### src/rtl/ft2232h_tx_arbiter_if.sv
// ----------------------------------------------------------------------------
// ft2232h_tx_arbiter_if
//   Signal bundle between two byte-stream requesters, the FT2232H transmit
//   pads and ft2232h_tx_arbiter.
//
//   req0_data_i / req0_valid_i / req0_ready_o : requester 0 byte stream
//   req1_data_i / req1_valid_i / req1_ready_o : requester 1 byte stream
//   txe_i   : FT2232H TXE#, active low, FIFO can accept a byte
//   data_o  : FT2232H data bus (registered)
//   wr_o    : FT2232H WR#, active low (registered)
//   busy_o  : arbiter busy (burst in progress or byte pending)
//   grant_o : channel of the current or last burst
//
//   slave  : the arbiter side
//   master : the requester / pad side
// ----------------------------------------------------------------------------
interface ft2232h_tx_arbiter_if;
    logic [7:0] req0_data_i;
    logic       req0_valid_i;
    logic       req0_ready_o;
    logic [7:0] req1_data_i;
    logic       req1_valid_i;
    logic       req1_ready_o;
    logic       txe_i;
    logic [7:0] data_o;
    logic       wr_o;
    logic       busy_o;
    logic       grant_o;

    modport slave (
        input  req0_data_i, req0_valid_i,
        input  req1_data_i, req1_valid_i,
        input  txe_i,
        output req0_ready_o, req1_ready_o,
        output data_o, wr_o, busy_o, grant_o
    );

    modport master (
        output req0_data_i, req0_valid_i,
        output req1_data_i, req1_valid_i,
        output txe_i,
        input  req0_ready_o, req1_ready_o,
        input  data_o, wr_o, busy_o, grant_o
    );
endinterface

### src/rtl/ft2232h_tx_arbiter.sv
// ----------------------------------------------------------------------------
// ft2232h_tx_arbiter
//   Shares the FT2232H synchronous-FIFO transmit path between two byte-stream
//   requesters. One requester is granted at a time, round-robin, for bursts
//   of up to MAX_BURST data bytes, each optionally preceded by a header byte
//   {4'hA, 3'b000, ch}. A single output holding register drives data_o and
//   WR#; WR# is low exactly while that register holds an unsent byte.
//
//   Parameters:
//     MAX_BURST : maximum data bytes per grant (1..255)
//     HDR_EN    : 1 = emit a header byte before each burst
//
//   Ports:
//     clkout_i : FT2232H CLKOUT (60 MHz), the only clock
//     rst_i    : asynchronous, active-high reset
//     bus      : requester streams, TXE#, data/WR# pads, busy and grant
// ----------------------------------------------------------------------------
module ft2232h_tx_arbiter #(
    parameter int unsigned MAX_BURST = 64,
    parameter bit          HDR_EN    = 1'b1
) (
    input  logic                 clkout_i,
    input  logic                 rst_i,
    ft2232h_tx_arbiter_if.slave  bus
);

    localparam logic [7:0] LP_MAX_BURST = 8'(MAX_BURST);

    typedef enum logic [1:0] {
        S_IDLE,
        S_HDR,
        S_DATA
    } state_t;

    state_t     r_state;
    state_t     w_state_nxt;

    logic [7:0] r_data;
    logic       r_wr;
    logic       r_grant;
    logic       r_last;     // channel served by the most recent completed burst
    logic [7:0] r_cnt;

    logic       w_slot_free;
    logic       w_gnt_valid;
    logic [7:0] w_gnt_data;
    logic       w_take;
    logic [7:0] w_cnt_inc;
    logic       w_burst_end;
    logic       w_start;
    logic       w_pick;
    logic       w_load;
    logic [7:0] w_load_byte;
    logic       w_ready0;
    logic       w_ready1;

    // The holding register can take a new byte when it is empty, or when the
    // byte it holds is being accepted by the FIFO on this same edge.
    assign w_slot_free = r_wr | ~bus.txe_i;

    assign w_gnt_valid = r_grant ? bus.req1_valid_i : bus.req0_valid_i;
    assign w_gnt_data  = r_grant ? bus.req1_data_i  : bus.req0_data_i;

    assign w_take      = (r_state == S_DATA) && w_gnt_valid && w_slot_free;
    assign w_cnt_inc   = r_cnt + 8'd1;

    // Burst ends on reaching the byte limit, or on a stream gap seen while
    // the slot could have taken a byte.
    assign w_burst_end = (w_take && (w_cnt_inc == LP_MAX_BURST)) ||
                         ((r_state == S_DATA) && w_slot_free && !w_gnt_valid);

    assign w_start = (r_state == S_IDLE) && (bus.req0_valid_i || bus.req1_valid_i);

    // On a tie the channel not served last wins; otherwise the lone requester.
    assign w_pick  = (bus.req0_valid_i && bus.req1_valid_i) ? ~r_last
                                                            : bus.req1_valid_i;

    // ------------------------------------------------------------------ FSM
    always_ff @(posedge clkout_i or posedge rst_i) begin
        if (rst_i) begin
            r_state <= S_IDLE;
        end else begin
            r_state <= w_state_nxt;
        end
    end

    always_comb begin
        w_state_nxt = r_state;
        unique case (r_state)
            S_IDLE: begin
                if (w_start) begin
                    w_state_nxt = HDR_EN ? S_HDR : S_DATA;
                end
            end
            S_HDR: begin
                if (w_slot_free) begin
                    w_state_nxt = S_DATA;
                end
            end
            S_DATA: begin
                if (w_burst_end) begin
                    w_state_nxt = S_IDLE;
                end
            end
            default: w_state_nxt = S_IDLE;
        endcase
    end

    always_comb begin
        w_load      = 1'b0;
        w_load_byte = r_data;
        w_ready0    = 1'b0;
        w_ready1    = 1'b0;
        unique case (r_state)
            S_HDR: begin
                if (w_slot_free) begin
                    w_load      = 1'b1;
                    w_load_byte = {4'hA, 3'b000, r_grant};
                end
            end
            S_DATA: begin
                w_ready0 = !r_grant && w_slot_free;
                w_ready1 =  r_grant && w_slot_free;
                if (w_take) begin
                    w_load      = 1'b1;
                    w_load_byte = w_gnt_data;
                end
            end
            default: ;
        endcase
    end

    // ------------------------------------------------------------- datapath
    always_ff @(posedge clkout_i or posedge rst_i) begin
        if (rst_i) begin
            r_data  <= '0;
            r_wr    <= 1'b1;
            r_grant <= 1'b0;
            r_last  <= 1'b1;    // ch0 wins the first tie
            r_cnt   <= '0;
        end else begin
            if (w_start) begin
                r_grant <= w_pick;
                r_cnt   <= '0;
            end else if (w_take) begin
                r_cnt   <= w_cnt_inc;
            end

            if (w_burst_end) begin
                r_last <= r_grant;
            end

            // Load has priority: a load on an accepting edge keeps WR# low,
            // giving one byte per clock back-to-back.
            if (w_load) begin
                r_data <= w_load_byte;
                r_wr   <= 1'b0;
            end else if (!r_wr && !bus.txe_i) begin
                r_wr   <= 1'b1;
            end
        end
    end

    assign bus.data_o       = r_data;
    assign bus.wr_o         = r_wr;
    assign bus.grant_o      = r_grant;
    assign bus.busy_o       = (r_state != S_IDLE) || !r_wr;
    assign bus.req0_ready_o = w_ready0;
    assign bus.req1_ready_o = w_ready1;

endmodule

### src/flat_wrapper.sv
// flat-port wrapper written by rule: the top's interface ports become plain ports
module ft2232h_tx_arbiter_flat 
#(
    parameter int unsigned MAX_BURST = 64,
    parameter bit          HDR_EN    = 1'b1
)
  (clkout_i, rst_i, bus_req0_data_i, bus_req0_valid_i, bus_req1_data_i, bus_req1_valid_i, bus_txe_i, bus_req0_ready_o, bus_req1_ready_o, bus_data_o, bus_wr_o, bus_busy_o, bus_grant_o);
  ft2232h_tx_arbiter_if bus_i ();
  input  logic clkout_i;
  input  logic rst_i;
  input wire logic [$bits(bus_i.req0_data_i)-1:0] bus_req0_data_i;
  input wire logic [$bits(bus_i.req0_valid_i)-1:0] bus_req0_valid_i;
  input wire logic [$bits(bus_i.req1_data_i)-1:0] bus_req1_data_i;
  input wire logic [$bits(bus_i.req1_valid_i)-1:0] bus_req1_valid_i;
  input wire logic [$bits(bus_i.txe_i)-1:0] bus_txe_i;
  output wire logic [$bits(bus_i.req0_ready_o)-1:0] bus_req0_ready_o;
  output wire logic [$bits(bus_i.req1_ready_o)-1:0] bus_req1_ready_o;
  output wire logic [$bits(bus_i.data_o)-1:0] bus_data_o;
  output wire logic [$bits(bus_i.wr_o)-1:0] bus_wr_o;
  output wire logic [$bits(bus_i.busy_o)-1:0] bus_busy_o;
  output wire logic [$bits(bus_i.grant_o)-1:0] bus_grant_o;
  assign bus_i.req0_data_i = bus_req0_data_i;
  assign bus_i.req0_valid_i = bus_req0_valid_i;
  assign bus_i.req1_data_i = bus_req1_data_i;
  assign bus_i.req1_valid_i = bus_req1_valid_i;
  assign bus_i.txe_i = bus_txe_i;
  assign bus_req0_ready_o = bus_i.req0_ready_o;
  assign bus_req1_ready_o = bus_i.req1_ready_o;
  assign bus_data_o = bus_i.data_o;
  assign bus_wr_o = bus_i.wr_o;
  assign bus_busy_o = bus_i.busy_o;
  assign bus_grant_o = bus_i.grant_o;
  ft2232h_tx_arbiter #(.MAX_BURST(MAX_BURST), .HDR_EN(HDR_EN)) u_core (.clkout_i(clkout_i), .rst_i(rst_i), .bus(bus_i));
endmodule
### config.mk
export PLATFORM = sky130hd
export DESIGN_NAME = ft2232h_tx_arbiter_flat
export DESIGN_NICKNAME = d
export VERILOG_FILES = /design/src/rtl/ft2232h_tx_arbiter_if.sv /design/src/rtl/ft2232h_tx_arbiter.sv /design/src/flat_wrapper.sv
export SDC_FILE = /design/constraint.sdc
export NUM_CORES = 1
export LEC_CHECK = 0
export CAP_MARGIN = 5
export CORE_UTILIZATION = 34
export CTS_CLUSTER_SIZE = 14
export DETAILED_ROUTE_END_ITERATION = 8
export SLEW_MARGIN = 40
export SYNTH_ARGS = -nofsm -noshare
export SYNTH_HDL_FRONTEND = slang
export SYNTH_SLANG_ARGS = --single-unit
export TNS_END_PERCENT = 1
### constraint.sdc
create_clock -name clkout_i -period 4.2 [get_ports clkout_i]
set_input_delay 1.05 -clock clkout_i [delete_from_list [all_inputs] [get_ports clkout_i]]
set_output_delay 1.05 -clock clkout_i [all_outputs]
set_load 0.005 [all_outputs]
**Met1 routing**

Scale bar: 20 um. Cells faint in the background.
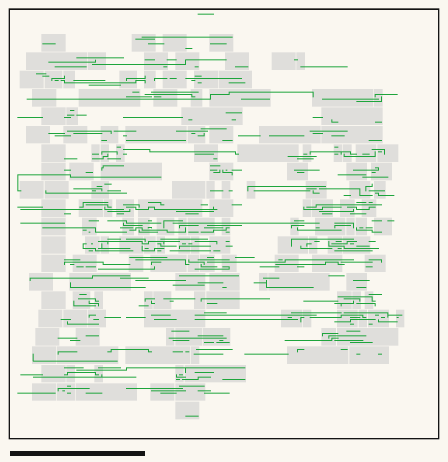
nets with wire on the layer	158
longest straight run	27.1 um
share of all routed wire	46%
drt total wl: 2874 um
via count: 1088
met1 GRT Util: 18.32%

**The metal 2 layer**

Scale bar: 20 um. Cells faint in the background.
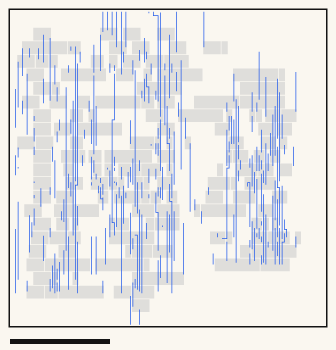
longest straight run	32.6 um
nets with wire on the layer	159
share of all routed wire	49%
wire length on this layer	1400 um
grt met2 use: 27.79%

**Met3 routing**

Scale bar: 20 um. Cells faint in the background.
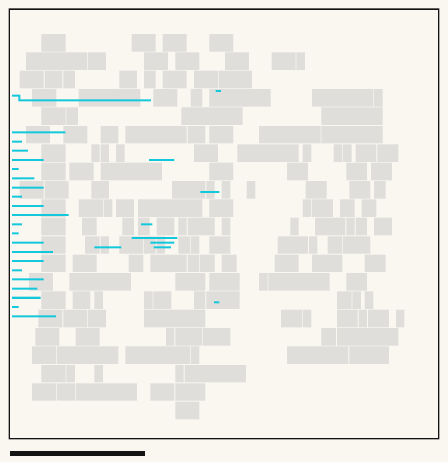
share of all routed wire	4.1%
nets with wire on the layer	28

**Routing congestion**

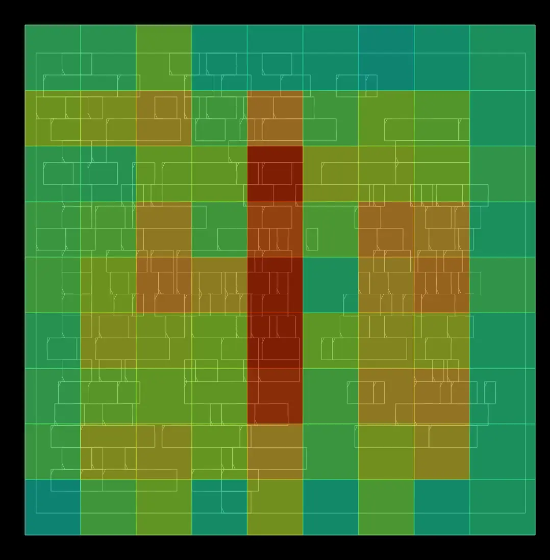
gr busiest metal: met2
routed len/inst: 13.75 um
final core area utilization: 48.70%

==> impl_metrics.json <==
{
  "ios": 34,
  "r2r-start": "u_core.r_state[0]$_DFFE_PP0P_",
  "n_all_inverters": 6,
  "place_inst": 205,
  "wl_met2_um": 1398,
  "fp-row-count": 21,
  "clk_pin_slew_ns": 0.08,
  "buf_share_pct": 19.56,
  "min_period_over_period_pct": 81.03,
  "worstPathMaxFanout": 3,
  "setup-tns-final_ns": 0,
  "reg2reg_slack_ns": 2.03,
  "xor_share_pct": 6.849,
  "drtAntennaViolNets": 0,
  "finClkSkew_ns": 0.002975,
  "pg_comb_mw": 0.438,
  "whs_ns": 0.4861,
  "leakage_nw": 0.7432,
  "dp_hpwl_um": 2193,
  "cap_violations": 0,
  "crit_type": "input port to output port",
  "drive_gt1_share_pct": 8.589,
  "top_area_cell": "dfrtp_1",
  "seq_cell_count": 21,
  "pwr-share-comb_pct": 48.0,
  "grt_pass1_wl_um": 4892,
  "portBuffers": 33,
  "p_sw_share_pct": 37.00,
  "common_cells": "19 x dfrtp_1, 16 x nand2_1, 12 x nor2_1",
  "syn_area_mm2": 0.001279,
  "cp_num_cells": 5,
  "layout_setup_ws_ns": 0.7969,
  "required_ns": 3.15,
  "adder_share_pct": 4.892,
  "edf_count": 0,
  "logic_gate_count": 99,
  "yosys_area_mm2": 0.001279,
  "grt_max_degree": 22,
  "fillers": 367,
  "grt_overflow_total": 0,
  "seq_share_pct": 31.26,
  "final_cell_mix": "33 x clkdlybuf4s50_1, 19 x dfrtp_1, 16 x nand2_1",
  "setup_viol": 0,
  "tightest_slew_ns": 0.6919,
  "seq_area_um2": 528.0,
  "compound_area_share_pct": 14.87,
  "cts_buffer_depth": 2,
  "status": "finished clean",
  "cp_num_buf_inv": 2,
  "grt_usage_pct": 15.42,
  "root_buffer": "clkbuf_8",
  "clock_power_mw": 0.136,
  "largest_class": "multi-input combinational cells",
  "r2r_end": "u_core.r_cnt[6]$_DFFE_PP0P_",
  "dr_wl_met3_um": 117,
  "place_ws_ns": 0.8150,
  "ys_cells": 133,
  "seq_power_mw": 0.340,
  "clock.latency.late_pin_ns": 0.26,
  "crit_path_cell_trace": "clkdlybuf4s50_1 > nand2b_1 > nand2_1 > nor2_1 > clkdlybuf4s50_1",
  "hold_buffers": 0,
  "avgSynthCellArea_um2": 9.614,
  "cts_tree": "yes",
  "layout_top_cell": "clkdlybuf4s50_1",
  "max_slew_margin_pct": 53.87,
  "maxSlewViolCount": 0,
  "ir_drop_mv": 0.2165,
  "drt_pass1_iterations": 4,
  "postSynth.asyncResetShare_pct": 100.0,
  "cp-end-kind": "output port",
  "numCtsBuffers": 3,
  "synthFlopType": "dfrtp_1",
  "logic_area_um2": 704.4,
  "sh_comb_area_pct": 41.70,
  "dieHeight_um": 63.33,
  "htree_num_levels": 1
}
Power figures rest on the tool's default switching activity, not on a simulated workload.
